<file path="src/rtl/spi_transfer_arbiter_pkg.sv">
// Shared types for the SPI transfer arbiter: FSM state encoding and the
// response record returned to requesters.
package spi_transfer_arbiter_pkg;

    localparam int MAX_DATA_W = 64;
    localparam int MAX_DEST_W = 3;

    typedef enum logic [2:0] {
        ST_IDLE,
        ST_ISSUE,
        ST_WAIT,
        ST_RESPOND,
        ST_GAP
    } state_e;

    typedef struct packed {
        logic [MAX_DATA_W-1:0] data;
        logic [MAX_DEST_W-1:0] dest;
        logic                  error;
    } resp_t;

endpackage

</file>
<file path="src/rtl/rr_arbiter.sv">
// Round-robin grant: searches the request vector starting one past the last
// granted index and returns a one-hot grant plus its binary index.
module rr_arbiter #(
    parameter int N  = 4,
    parameter int IW = $clog2(N)
) (
    input  logic [N-1:0]  req_i,
    input  logic [IW-1:0] last_i,
    output logic [N-1:0]  grant_o,
    output logic [IW-1:0] idx_o,
    output logic          valid_o
);

    logic [IW-1:0] cand;

    always_comb begin
        grant_o = '0;
        idx_o   = '0;
        valid_o = 1'b0;
        cand    = '0;
        for (int off = 1; off <= N; off++) begin
            cand = IW'((int'(last_i) + off) % N);
            if (!valid_o && req_i[cand]) begin
                valid_o       = 1'b1;
                grant_o[cand] = 1'b1;
                idx_o         = cand;
            end
        end
    end

endmodule

</file>
<file path="src/rtl/spi_transfer_arbiter.sv">
// Shares one SPI master among several requesters: round-robin grant, single
// transfer in flight, completion timeout and an enforced idle gap.
//
// state      | meaning
// IDLE       | arbitrate; winner's req_ready is high combinationally
// ISSUE      | spi_write_valid pulse with the latched word
// WAIT       | wait for spi_read_valid or timeout
// RESPOND    | resp_valid pulse to the owning requester
// GAP        | enforced idle cycles before the next grant
module spi_transfer_arbiter
    import spi_transfer_arbiter_pkg::*;
#(
    parameter int N_REQUESTERS   = 4,
    parameter int DATA_WIDTH     = 32,
    parameter int TIMEOUT_CYCLES = 4096,
    parameter int GAP_CYCLES     = 8
) (
    input  logic                               clk_i,
    input  logic                               rst_n_i,
    input  logic [N_REQUESTERS*DATA_WIDTH-1:0] req_data_i,
    input  logic [N_REQUESTERS-1:0]            req_valid_i,
    output logic [N_REQUESTERS-1:0]            req_ready_o,
    output logic [DATA_WIDTH-1:0]              spi_write_data_o,
    output logic                               spi_write_valid_o,
    input  logic [DATA_WIDTH-1:0]              spi_read_data_i,
    input  logic                               spi_read_valid_i,
    output logic [DATA_WIDTH-1:0]              resp_data_o,
    output logic [$clog2(N_REQUESTERS)-1:0]    resp_dest_o,
    output logic                               resp_valid_o,
    output logic                               resp_error_o,
    output logic                               busy_o
);

    localparam int IW       = $clog2(N_REQUESTERS);
    localparam int CNT_MAX  = (TIMEOUT_CYCLES > GAP_CYCLES) ? TIMEOUT_CYCLES : GAP_CYCLES;
    localparam int CNT_W    = $clog2(CNT_MAX + 1);
    localparam logic [CNT_W-1:0] TO_LAST  = CNT_W'(TIMEOUT_CYCLES - 1);
    localparam logic [CNT_W-1:0] GAP_LAST = CNT_W'((GAP_CYCLES > 0) ? GAP_CYCLES - 1 : 0);

    state_e                  state_q;
    logic [IW-1:0]           last_q;
    logic [DATA_WIDTH-1:0]   word_q;
    logic                    write_valid_q;
    resp_t                   resp_q;
    logic                    resp_valid_q;
    logic                    busy_q;
    logic [CNT_W-1:0]        cnt_q;

    logic [N_REQUESTERS-1:0] grant;
    logic [IW-1:0]           grant_idx;
    logic                    grant_any;
    logic [DATA_WIDTH-1:0]   req_words [N_REQUESTERS];

    for (genvar g = 0; g < N_REQUESTERS; g++) begin : g_words
        assign req_words[g] = req_data_i[g*DATA_WIDTH +: DATA_WIDTH];
    end

    rr_arbiter #(
        .N  (N_REQUESTERS),
        .IW (IW)
    ) u_rr_arbiter (
        .req_i   (req_valid_i),
        .last_i  (last_q),
        .grant_o (grant),
        .idx_o   (grant_idx),
        .valid_o (grant_any)
    );

    always_ff @(posedge clk_i or negedge rst_n_i) begin
        if (!rst_n_i) begin
            state_q       <= ST_IDLE;
            last_q        <= IW'(N_REQUESTERS - 1);
            word_q        <= '0;
            write_valid_q <= 1'b0;
            resp_q        <= '0;
            resp_valid_q  <= 1'b0;
            busy_q        <= 1'b0;
            cnt_q         <= '0;
        end else begin
            write_valid_q <= 1'b0;
            resp_valid_q  <= 1'b0;
            unique case (state_q)
                ST_IDLE: begin
                    if (grant_any) begin
                        word_q        <= req_words[grant_idx];
                        last_q        <= grant_idx;
                        write_valid_q <= 1'b1;
                        busy_q        <= 1'b1;
                        state_q       <= ST_ISSUE;
                    end
                end
                ST_ISSUE: begin
                    cnt_q   <= '0;
                    state_q <= ST_WAIT;
                end
                ST_WAIT: begin
                    // completion on the terminal-count cycle still counts as success
                    if (spi_read_valid_i) begin
                        resp_q.data  <= MAX_DATA_W'(spi_read_data_i);
                        resp_q.dest  <= MAX_DEST_W'(last_q);
                        resp_q.error <= 1'b0;
                        resp_valid_q <= 1'b1;
                        state_q      <= ST_RESPOND;
                    end else if (cnt_q == TO_LAST) begin
                        resp_q.data  <= '0;
                        resp_q.dest  <= MAX_DEST_W'(last_q);
                        resp_q.error <= 1'b1;
                        resp_valid_q <= 1'b1;
                        state_q      <= ST_RESPOND;
                    end else begin
                        cnt_q <= cnt_q + CNT_W'(1);
                    end
                end
                ST_RESPOND: begin
                    cnt_q <= '0;
                    if (GAP_CYCLES == 0) begin
                        busy_q  <= 1'b0;
                        state_q <= ST_IDLE;
                    end else begin
                        state_q <= ST_GAP;
                    end
                end
                ST_GAP: begin
                    if (cnt_q == GAP_LAST) begin
                        cnt_q   <= '0;
                        busy_q  <= 1'b0;
                        state_q <= ST_IDLE;
                    end else begin
                        cnt_q <= cnt_q + CNT_W'(1);
                    end
                end
                default: begin
                    busy_q  <= 1'b0;
                    state_q <= ST_IDLE;
                end
            endcase
        end
    end

    // Gated by reset so every output reads zero while reset is held.
    assign req_ready_o       = (state_q == ST_IDLE && rst_n_i) ? grant : '0;
    assign spi_write_data_o  = word_q;
    assign spi_write_valid_o = write_valid_q;
    assign resp_data_o       = resp_q.data[DATA_WIDTH-1:0];
    assign resp_dest_o       = resp_q.dest[IW-1:0];
    assign resp_valid_o      = resp_valid_q;
    assign resp_error_o      = resp_q.error;
    assign busy_o            = busy_q;

    logic resp_unused;
    assign resp_unused = ^resp_q;

endmodule

</file>
<file path="config.mk">
export PLATFORM = sky130hd
export DESIGN_NAME = spi_transfer_arbiter
export DESIGN_NICKNAME = d
export VERILOG_FILES = /design/src/rtl/spi_transfer_arbiter_pkg.sv /design/src/rtl/rr_arbiter.sv /design/src/rtl/spi_transfer_arbiter.sv
export SDC_FILE = /design/constraint.sdc
export NUM_CORES = 1
export LEC_CHECK = 0
export CORE_MARGIN = 8
export CORE_UTILIZATION = 50
export DETAILED_ROUTE_END_ITERATION = 8
export DONT_BUFFER_PORTS = 1
export GPL_ROUTABILITY_DRIVEN = 0
export PLACE_DENSITY_LB_ADDON = 0.3
export SYNTH_ARGS = -nofsm -noshare
export SYNTH_HDL_FRONTEND = slang
export SYNTH_HIERARCHICAL = 1
export SYNTH_SLANG_ARGS = --single-unit
</file>
<file path="constraint.sdc">
create_clock -name clk_i -period 9.67 [get_ports clk_i]
set_input_delay 1.4505 -clock clk_i [delete_from_list [all_inputs] [get_ports clk_i]]
set_output_delay 1.4505 -clock clk_i [all_outputs]
set_load 0.03 [all_outputs]
</file>
==> tab_implementation.tex, run 1 <==
% Auto-generated results table
\begin{tabular}{lr}
\hline
Metric & Value \\
\hline
\multicolumn{2}{l}{\textbf{Global route}} \\
Via count of the first global-routing pass & about 3600 \\
Number of antenna violations at the first check in global routing & 0 \\
Global Route met3 Usage & 6.20\% \\
Layer with the highest usage & met2 \\
Remaining global-route overflow & 0 \\
Met1 usage & a little over a fifth \\
\multicolumn{2}{l}{\textbf{Setup path}} \\
Crit path required time & around 8 ns \\
Flop-to-flop setup slack & 6.27 ns \\
Buf/Inv on CP & 1 \\
Largest incremental delay on the critical path & about 0.8 ns \\
Worst-path cell with the longest stage delay & sky130\_fd\_sc\_hd\_\_dfstp\_2 \\
Worst-path maximum fanout & 18 \\
Signal arrival time at the worst endpoint & 2.92 ns \\
Depth of the most critical reg-to-reg path & 8 \\
Crit Reg-Reg Startpoint & last\_q[0] \\
CP Launch Point & last\_q[0] \\
CP Capture Type & output port \\
CP endpoint & req\_ready\_o[2] \\
\multicolumn{2}{l}{\textbf{Detailed routing}} \\
Top layer used by detailed routing & met4 \\
Routed length on met3 & 1290 um \\
Violation tally from detailed-route iteration zero & roughly 180 \\
Via total after detailed routing & about 3300 \\
Total iterations of the first detailed-routing run & 5 \\
Sum of routed wire length over all layers & roughly 13000 um \\
Number of vias per cell after detailed routing & between 6 and 7 \\
Routed length on met1 & 4840 um \\
\multicolumn{2}{l}{\textbf{Layout}} \\
Comb area & roughly 2700 um2 \\
Register fraction of the total cell area & around two fifths \\
Cell Count, Final, Fillers Out & around 500 \\
Share of post-route cells with drive strength above 1 & 29.0\% \\
Flops & a little under 90 \\
Inserted Diodes & 0 \\
Combinational share of cell area & 50.4\% \\
Non-clock buffering overhead in the final layout & less than 1\% \\
Commonest non-fill, non-tap cell in the layout & sky130\_fd\_sc\_hd\_\_dfrtp\_1 \\
Clock buffer instance count of the final layout & 9 \\
Cell area after layout & between 5000 and 6000 um2 \\
Final layout net count & approximately 550 \\
Layout fillers & 840 \\
\multicolumn{2}{l}{\textbf{Die}} \\
Die ar. & about 14000 um2 \\
Top-Level Pins & $\sim$240 \\
Row cnt & 36 \\
Horizontal die dimension & approximately 120 um \\
Effective utilization at floorplan & between 50\% and 60\% \\
Die boundary height & 117 um \\
\multicolumn{2}{l}{\textbf{Clocking}} \\
Number of buffers inserted during clock tree synthesis & 9 \\
CTS HTree Levels & 3 \\
Cells resized by post-CTS repair & 0 \\
Root Driver & sky130\_fd\_sc\_hd\_\_clkbuf\_8 \\
CTS tree & yes \\
Bufs on Longest Clock Path & 2 \\
\multicolumn{2}{l}{\textbf{Logic synthesis}} \\
Cell accounting for the most synthesized area & sky130\_fd\_sc\_hd\_\_dfrtp\_1 \\
And-or/or-and share of the synthesized area & a little over an eighth \\
Share of the synthesized netlist area taken by xor and xnor gates & less than 1\% \\
Predominant post-synthesis flop cell & sky130\_fd\_sc\_hd\_\_dfrtp\_1 \\
Main logic family after synthesis & multiplexers \\
Share of async-settable or async-resettable flops after synthesis & 100\% \\
Part of the Yosys area used for sequential elements & 43.5\% \\
Gate count of the mapped netlist & approximately 390 \\
Synth cell types & 60 \\
Biggest area cells & sky130\_fd\_sc\_hd\_\_dfrtp\_1 42\%, sky130\_fd\_sc\_hd\_\_mux4\_2 15\%, sky130\_fd\_sc\_hd\_\_mux2\_2 8.0\%, sky130\_fd\_sc\_hd\_\_a22o\_1 5.7\%, sky130\_fd\_sc\_hd\_\_mux2i\_1 2.6\% \\
Leading post-synthesis cells by instance count & 86 x sky130\_fd\_sc\_hd\_\_dfrtp\_1, 36 x sky130\_fd\_sc\_hd\_\_mux2\_2, 33 x sky130\_fd\_sc\_hd\_\_a22o\_1, 33 x sky130\_fd\_sc\_hd\_\_mux4\_2, 20 x sky130\_fd\_sc\_hd\_\_nand3\_1 \\
Multiplexer area fraction after synthesis & 25.7\% \\
Synth warnings & 6 \\
Chip area from the yosys synthesis statistics & around 5100 um2 \\
Yosys cell count & 388 \\
\multicolumn{2}{l}{\textbf{Final timing}} \\
Period Utilization, post-route & 45.2\% \\
Setup repair after global routing missed its margin & no \\
Final Critical Period & around 4.4 ns \\
Final max-slew violation count & 0 \\
Final setup violation count & 0 \\
Final worst clock skew & $\sim$0.014 ns \\
Worst max-slew margin expressed relative to the limit & around a quarter \\
\multicolumn{2}{l}{\textbf{Run}} \\
Count of max-cap constraint violations & 0 \\
\multicolumn{2}{l}{\textbf{Place}} \\
Post-Place Setup Slack & $\sim$5.4 ns \\
Detailed placer's ending HPWL & around 10000 um \\
Placed Cells incl. Taps & around 500 \\
Port Buf Inserts & 0 \\
\multicolumn{2}{l}{\textbf{Power}} \\
Power drawn by the clock network & about 0.00025 W \\
Design Power & $\sim$0.0021 W \\
Cell internal pwr & between 0.001 and 0.0015 W \\
Net switching power & around 0.00099 W \\
Maximum resistive drop on vdd & about 0.0002 V \\
Clk pwr share & a little under an eighth \\
Combinational group share of total power & between 40\% and 50\% \\
Seq. pwr & a little under 0.001 W \\
\multicolumn{2}{l}{\textbf{Hold path}} \\
Hold crit path type & reg2reg \\
Min-Delay Path Depth & 1 \\
\multicolumn{2}{l}{\textbf{Run status}} \\
Result of the run & finished clean \\
\hline
\end{tabular}
Fig. 1: run 1, cells by drive strength
Drawn at 3 px/um.
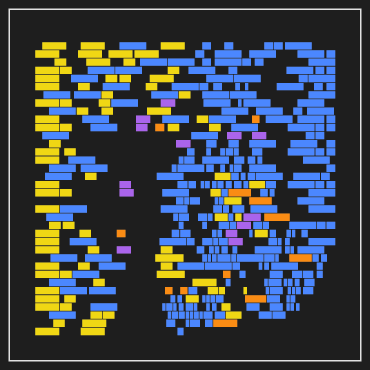
colour	size	cells	share
yellow	_2 cells	84	22%
orange	_3 and _4 cells	12	3.2%
blue	_0 and _1 cells	267	71%
purple	_6 and larger	13	3.5%

Fig. 2: run 1, metal 1
Drawn at 4 px/um.
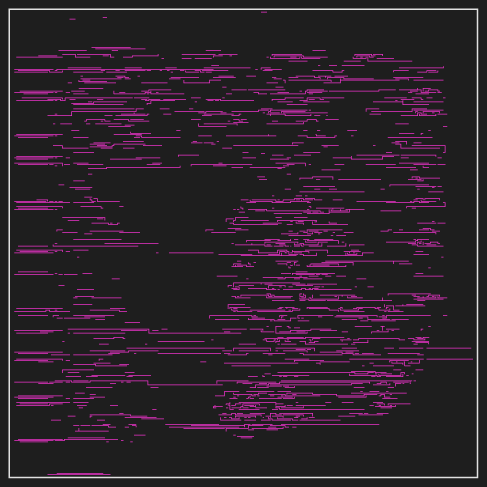
longest straight run	39.1 um
share of all routed wire	37%

Fig. 3: run 1, track usage over the die
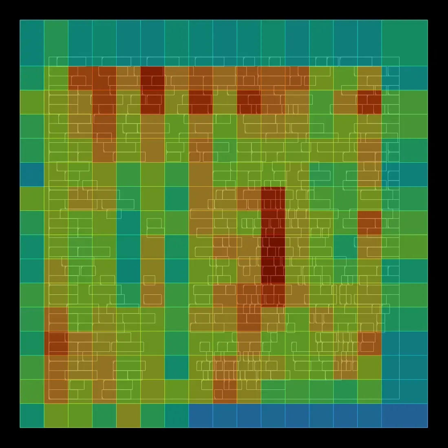
met2 Usage GRT: 31.8%
utilization of the core after routing: 53.6%
final routed wire length divided by cell count: 25.7 um

Fig. 4: run 1, placed cells, one colour a class
Drawn at 3 px/um.
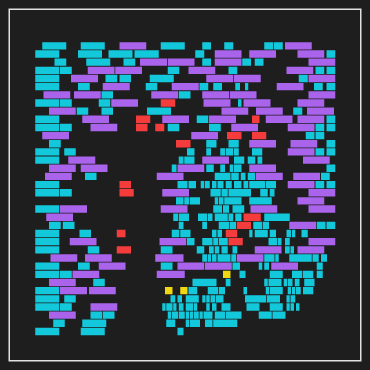
colour	class	cells
red	clock drivers and dummy loads	16
purple	sequential cells	88
cyan	combinational and other logic	269
yellow	remaining buffers and delay cells	3

Fig. 5: run 1, close-up of the layout
Region (17, 75) to (42, 100) um. Cells in grey, sequential cells in the stronger grey; small squares are vias.
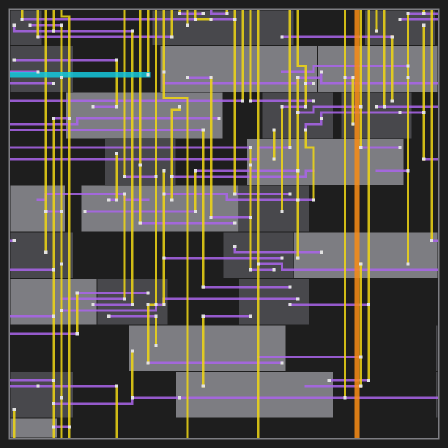

## Run 2: what changed since run 1
Clock period 9.67 ns to 3.7 ns, I/O delays scaled along.
Fig. 6: run 2, close-up of the layout
Region (17, 75) to (42, 100) um. Cells in grey, sequential cells in the stronger grey; small squares are vias.
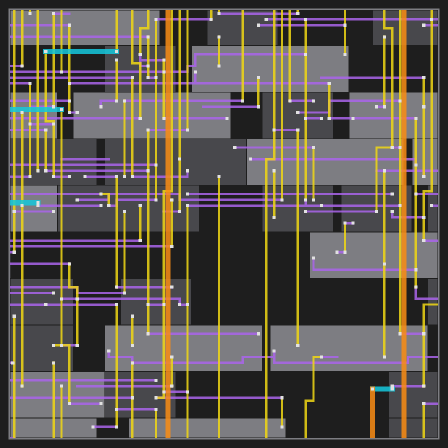
colour	layer
yellow	metal 2
orange	metal 4
purple	metal 1
cyan	metal 3
most frequent	mux2_2 (10), dfrtp_1 (9), mux4_2 (3)
sequential cells in the window	9
netlist names of flops here include	spi_write_data_o (9)
cells with their middle in the window	23

Fig. 7: run 2, metal 1
Drawn at 4 px/um.
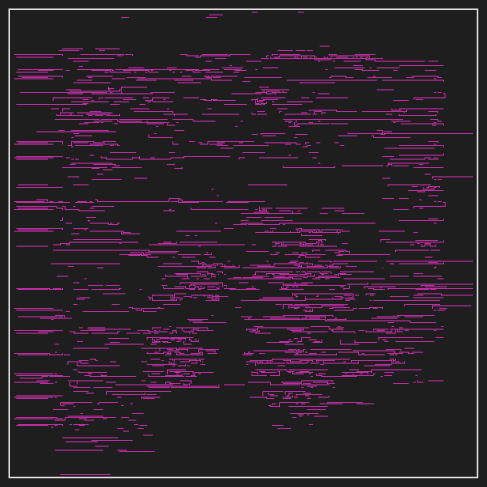
share of all routed wire	36%
wire length on this layer	4870 um

==> run 2 against run 1 <==
Effect of this change: sequential share of layout area is 0.36 points lower; sequential power went up to 2.6 times the previous value; synthesized cell count stayed put; total power went up to 2.6 times the previous value; final cell count is 0.39% higher; routed wire length is 3.2% higher; non-clock buffer count is 2 higher; critical path depth stayed put; synthesized area stayed put; combinational power went up to 2.7 times the previous value; register-to-register slack worse by 5.7 ns; via count is 4.1% higher; highest routed layer unchanged.
==> tab_implementation.tex, run 2 <==
% Auto-generated results table
\begin{tabular}{lr}
\hline
Metric & Value \\
\hline
\multicolumn{2}{l}{\textbf{Run status}} \\
Result of the run & finished clean \\
\multicolumn{2}{l}{\textbf{Final timing}} \\
Worst max-slew margin expressed relative to the limit & approximately a quarter \\
Final max-slew violation count & 0 \\
Final Critical Period & roughly 3.5 ns \\
Period Utilization, post-route & a little over nine tenths \\
Final setup violation count & 0 \\
\multicolumn{2}{l}{\textbf{Setup path}} \\
Worst-path cell with the longest stage delay & sky130\_fd\_sc\_hd\_\_dfstp\_2 \\
Buf/Inv on CP & 1 \\
Signal arrival time at the worst endpoint & 2.96 ns \\
Flop-to-flop setup slack & approximately 0.57 ns \\
Crit path required time & 3.14 ns \\
Crit Reg-Reg Startpoint & last\_q[0] \\
\multicolumn{2}{l}{\textbf{Detailed routing}} \\
Violation tally from detailed-route iteration zero & between 200 and 250 \\
Via total after detailed routing & 3416 \\
Final routed wire length divided by cell count & approximately 26 um \\
Routed length on met1 & about 5000 um \\
Top layer used by detailed routing & met4 \\
Total iterations of the first detailed-routing run & 4 \\
Number of vias per cell after detailed routing & between 6 and 7 \\
\multicolumn{2}{l}{\textbf{Place}} \\
Post-Place Setup Slack & 0.590 ns \\
Placed Cells incl. Taps & approximately 490 \\
Port Buf Inserts & 0 \\
\multicolumn{2}{l}{\textbf{Logic synthesis}} \\
Leading post-synthesis cells by instance count & 86 x sky130\_fd\_sc\_hd\_\_dfrtp\_1, 36 x sky130\_fd\_sc\_hd\_\_mux2\_2, 33 x sky130\_fd\_sc\_hd\_\_a22o\_1, 33 x sky130\_fd\_sc\_hd\_\_mux4\_2, 20 x sky130\_fd\_sc\_hd\_\_nand3\_1 \\
Multiplexer area fraction after synthesis & 25.7\% \\
Cell accounting for the most synthesized area & sky130\_fd\_sc\_hd\_\_dfrtp\_1 \\
Part of the Yosys area used for sequential elements & 43.5\% \\
Predominant post-synthesis flop cell & sky130\_fd\_sc\_hd\_\_dfrtp\_1 \\
Synth warnings & 6 \\
\multicolumn{2}{l}{\textbf{Layout}} \\
Non-clock buffering overhead in the final layout & around 1.4\% \\
Final layout net count & approximately 550 \\
Inserted Diodes & 0 \\
Flops & between 80 and 90 \\
Utilization of the core after routing & a little over half \\
Cell Count, Final, Fillers Out & roughly 500 \\
Share of post-route cells with drive strength above 1 & 29.1\% \\
Layout fillers & 796 \\
Cell area after layout & between 5000 and 6000 um2 \\
Comb area & 2650 um2 \\
\multicolumn{2}{l}{\textbf{Die}} \\
Effective utilization at floorplan & 51.6\% \\
Row cnt & 36 \\
\multicolumn{2}{l}{\textbf{Clocking}} \\
Bufs on Longest Clock Path & 2 \\
Cells resized by post-CTS repair & 0 \\
CTS tree & yes \\
Number of buffers inserted during clock tree synthesis & 9 \\
\multicolumn{2}{l}{\textbf{Global route}} \\
Global Route met3 Usage & about 5.7\% \\
Remaining global-route overflow & 0 \\
Layer with the highest usage & met2 \\
Number of antenna violations at the first check in global routing & 0 \\
\multicolumn{2}{l}{\textbf{Power}} \\
Power drawn by the clock network & approximately 0.00066 W \\
Maximum resistive drop on vdd & just under 0.0005 V \\
Seq. pwr & $\sim$0.0026 W \\
Net switching power & between 0.002 and 0.003 W \\
Combinational group share of total power & 42.6\% \\
Design Power & around 0.0056 W \\
Clk pwr share & between 10\% and 20\% \\
\hline
\end{tabular}
Power figures rest on the tool's default switching activity, not on a simulated workload.
